Fig. 1: selected gate families
Bar = 100 µm.
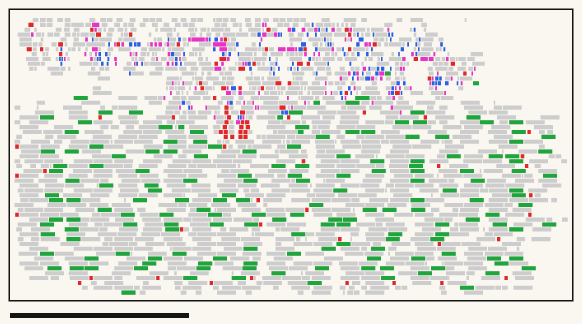
Fig. 2: routed clock nets over the placement
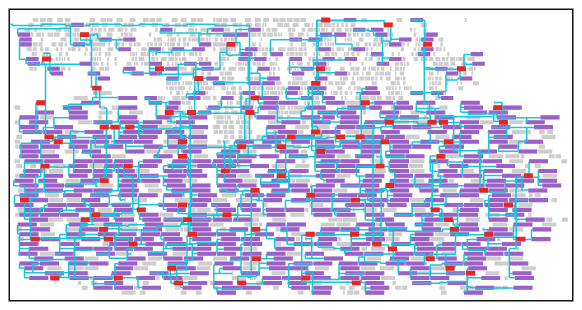
Fig. 3: close-up of the layout
Bar = 10 µm. Window x 144 to 169, y 36 to 61 µm. Cells in gray, sequential cells in the stronger gray; small squares are vias.
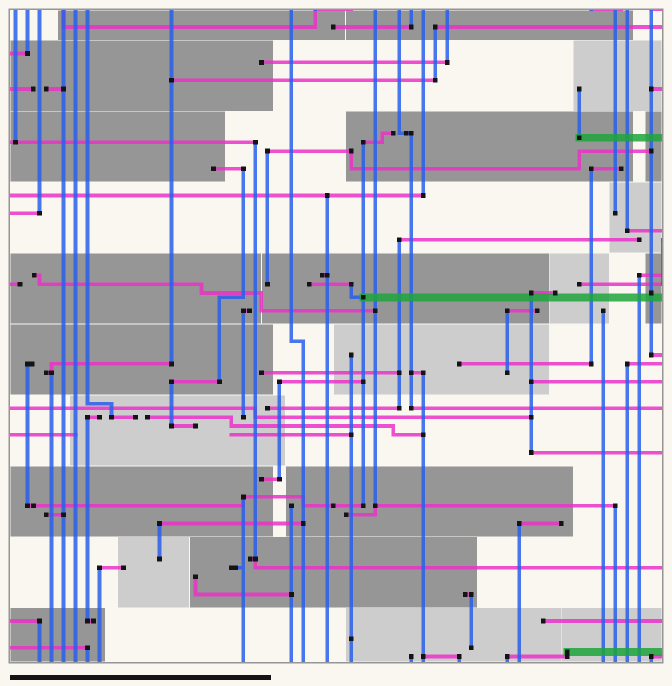
Fig. 4: wiring heat map
31 x 16 tiles, from black (low) to pale yellow (high), scaled to the fullest tile. Values are wire area over tile area, all layers added.
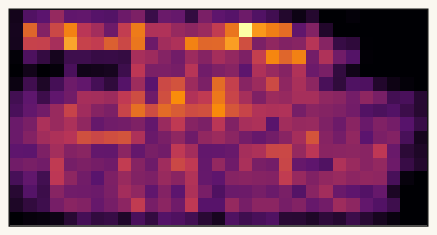
Design graph_row_fetcher, sky130hd; sources not shown.
==> impl_metrics.py <==
# Flow results
metrics = {
    "final_layout": {
        "layout.cells.most_common_list": "edfxtp_1 (528), mux4_2 (163), clkdlybuf4s50_1 (150), dfxtp_1 (99), clkbuf_8 (90)",
        "largest_class": "flip-flops and latches",
        "inverters": 32,
        "layout.comb_gates.multi_input": 745,
        "buf_share_pct": 5.89,
        "clk_share_pct": 5.39,
        "regArea_mm2": 0.0179,
        "areaGrowthSynthToFinish_pct": 15.1,
        "nClkBuffers": 90,
        "fin_util_pct": 61.6,
        "diodes": 2,
        "seq_cells": 631,
        "drive_gt1_share_pct": 19.5,
        "logic_area_mm2": 0.00739,
        "layout.cells.non_filler": 2388,
        "nNetsFinal": 1787,
        "seq_share_pct": 60.6,
    },
    "min_path": {
        "holdPathStages": 2,
        "hp-class": "register to register",
    },
    "timing": {
        "holdWs_ns": 0.479,
        "fin_crit_ns": 5.33,
        "maxSlewViolCount": 0,
        "final-setup-viol-count": 0,
        "hold_viol": 0,
        "rsz0062_at_grt": "no",
        "setup_ws_ns": 1.47,
        "slew_headroom_pct": 28.9,
        "finalCritPeriodShare_pct": 78.3,
        "fmax_mhz": 188,
        "tns_ns": 0,
        "worst_pin_slew_ns": 1.07,
    },
    "clock_network": {
        "cts_buffers": 86,
        "path_clk_slew_ns": 0.07,
        "cts_resized": 0,
        "ctsHoldBuffers": 0,
        "cts.sinks": 631,
        "cts_setup_buffers": 0,
    },
    "power_and_ir_drop": {
        "pwr-share-comb_pct": 28.8,
        "netSwitchingPower_mw": 3.26,
        "p_comb_mw": 2.97,
        "finalPower_mw": 10.3,
        "seq_power_mw": 4.58,
        "power_leader": "sequential cells",
        "p_int_mw": 7.04,
        "p_leak_nw": 9.39,
        "switching_share_pct": 31.7,
    },
    "yosys": {
        "top_cells_by_count": "edfxtp_1 (528), mux4_2 (163), dfxtp_1 (103)",
        "ys_seq_share_pct": 69.7,
        "yosys_warnings": 0,
        "ys_cells": 1484,
        "yosys_area_mm2": 0.0257,
        "synthDistinctLibCells": 62,
        "yosysTopAreaCell": "edfxtp_1",
        "mux_share_pct": 14.5,
        "synth.most_common_cell": "edfxtp_1",
        "simple_gate_share_pct": 6.92,
        "syn_inst": 1484,
        "aoi_share_pct": 3.64,
        "synth_top_flop_cell": "edfxtp_1",
        "syn_area_mm2": 0.0257,
        "synth-edff-count": 528,
        "syn_avg_cell_area_um2": 17.3,
        "top_logic_kind": "multiplexers",
        "ys.flops": 631,
        "synth-xor-area-share_pct": 2.11,
    },
    "drt": {
        "m1WireLength_um": 26400,
        "top_layer": "met4",
        "vias_per_cell": 6.01,
        "drt_iter0_drc": 1724,
        "drtPass1Iterations": 7,
        "dr_wl_met3_um": 4510,
        "drc": 0,
        "ant_nets": 0,
        "wl_met2_um": 26600,
    },
    "worst_setup_path": {
        "worstSetupPathDepth": 5,
        "crit_buf_inv": 2,
        "crit_chain": "buf_12, mux4_2, mux4_2, and2_1, clkdlybuf4s50_1",
        "ff2ff_path_depth": 15,
        "reg2reg_setup_slack_ns": 2.57,
        "start_kind": "register",
        "required_ns": 5.44,
        "cp_max_fo": 66,
        "end_kind": "primary output",
        "cp_slowest_cell": "dfxtp_4",
        "path_class": "register to primary output",
        "cpPeakStageDelay_ns": 1.00,
        "cp_common_cell": "mux4_2",
    },
    "global_route": {
        "grt_use_met1_pct": 35.8,
        "grt_max_degree": 78,
        "grt_pass1_vias": 14500,
        "grt_overflow": 0,
        "antenna_found_initial": 2,
        "grtUsageMet3_pct": 5.23,
        "grt_pass1_wl_um": 88800,
    },
    "floorplanning": {
        "rows": 57,
        "die_h_um": 162,
        "taps": 649,
        "core_area_mm2": 0.0480,
        "num_io_pins": 155,
        "initCoreUtil_pct": 53.6,
        "die-width_um": 314,
    },
    "placed_design": {
        "place_congestion": 0.842,
        "hpwl_um": 33700,
        "place_inst": 2234,
        "place_ws_ns": 1.92,
    },
    "run": {
        "warnings": 34,
        "maxCapViolCount": 0,
    },
    "outcome": {
        "status": "complete, no violations",
    },
}
## Picture notes: Fig. 1
legend:
  AND and OR gates:
    color: red
    cells: 90
    most_used: and2_1
    where: spread over the die
  NAND gates:
    color: blue
    cells: 119
    most_used: nand2_1
  multiplexers:
    color: green
    cells: 169
    most_used: mux4_2
  NOR gates:
    color: magenta
    cells: 119
    most_used: nor2_1
Commonest Layout Cell: edfxtp_1
fraction of area in multi-input gates: 25.0%

## Picture notes: Fig. 2
legend:
  cells driving clock nets:
    color: red
    count: 86
  clock wires:
    color: cyan
    length: 7400 µm
  flip-flops:
    color: purple
    count: 631
flops lie: spread over the die
routed clock nets: 87
Clock Skew: 0.0234 ns
clock latency at the later pin of the worst-skew pair: 0.67 ns
clock power share: 26.7%
Clock Power: 2.75 mW

## Picture notes: Fig. 3
legend:
  met3:
    color: green
  met2:
    color: blue
  met1:
    color: magenta
cells with their middle in the window: 16
sequential cells in the window: 9
most frequent: edfxtp_1 (9), mux4_2 (3), clkbuf_8 (2)

## Picture notes: Fig. 4
nearly empty tiles: 9.1%
tiles over half the peak: 14%
fullest tile: 0.59
Routed WL per cell: 24.5 µm
Total Wirelength: 58400 µm
vias post-DR: 14.4k
All-Layer GR Usage: 23.5%

Power is estimated from default activity; no workload was simulated.
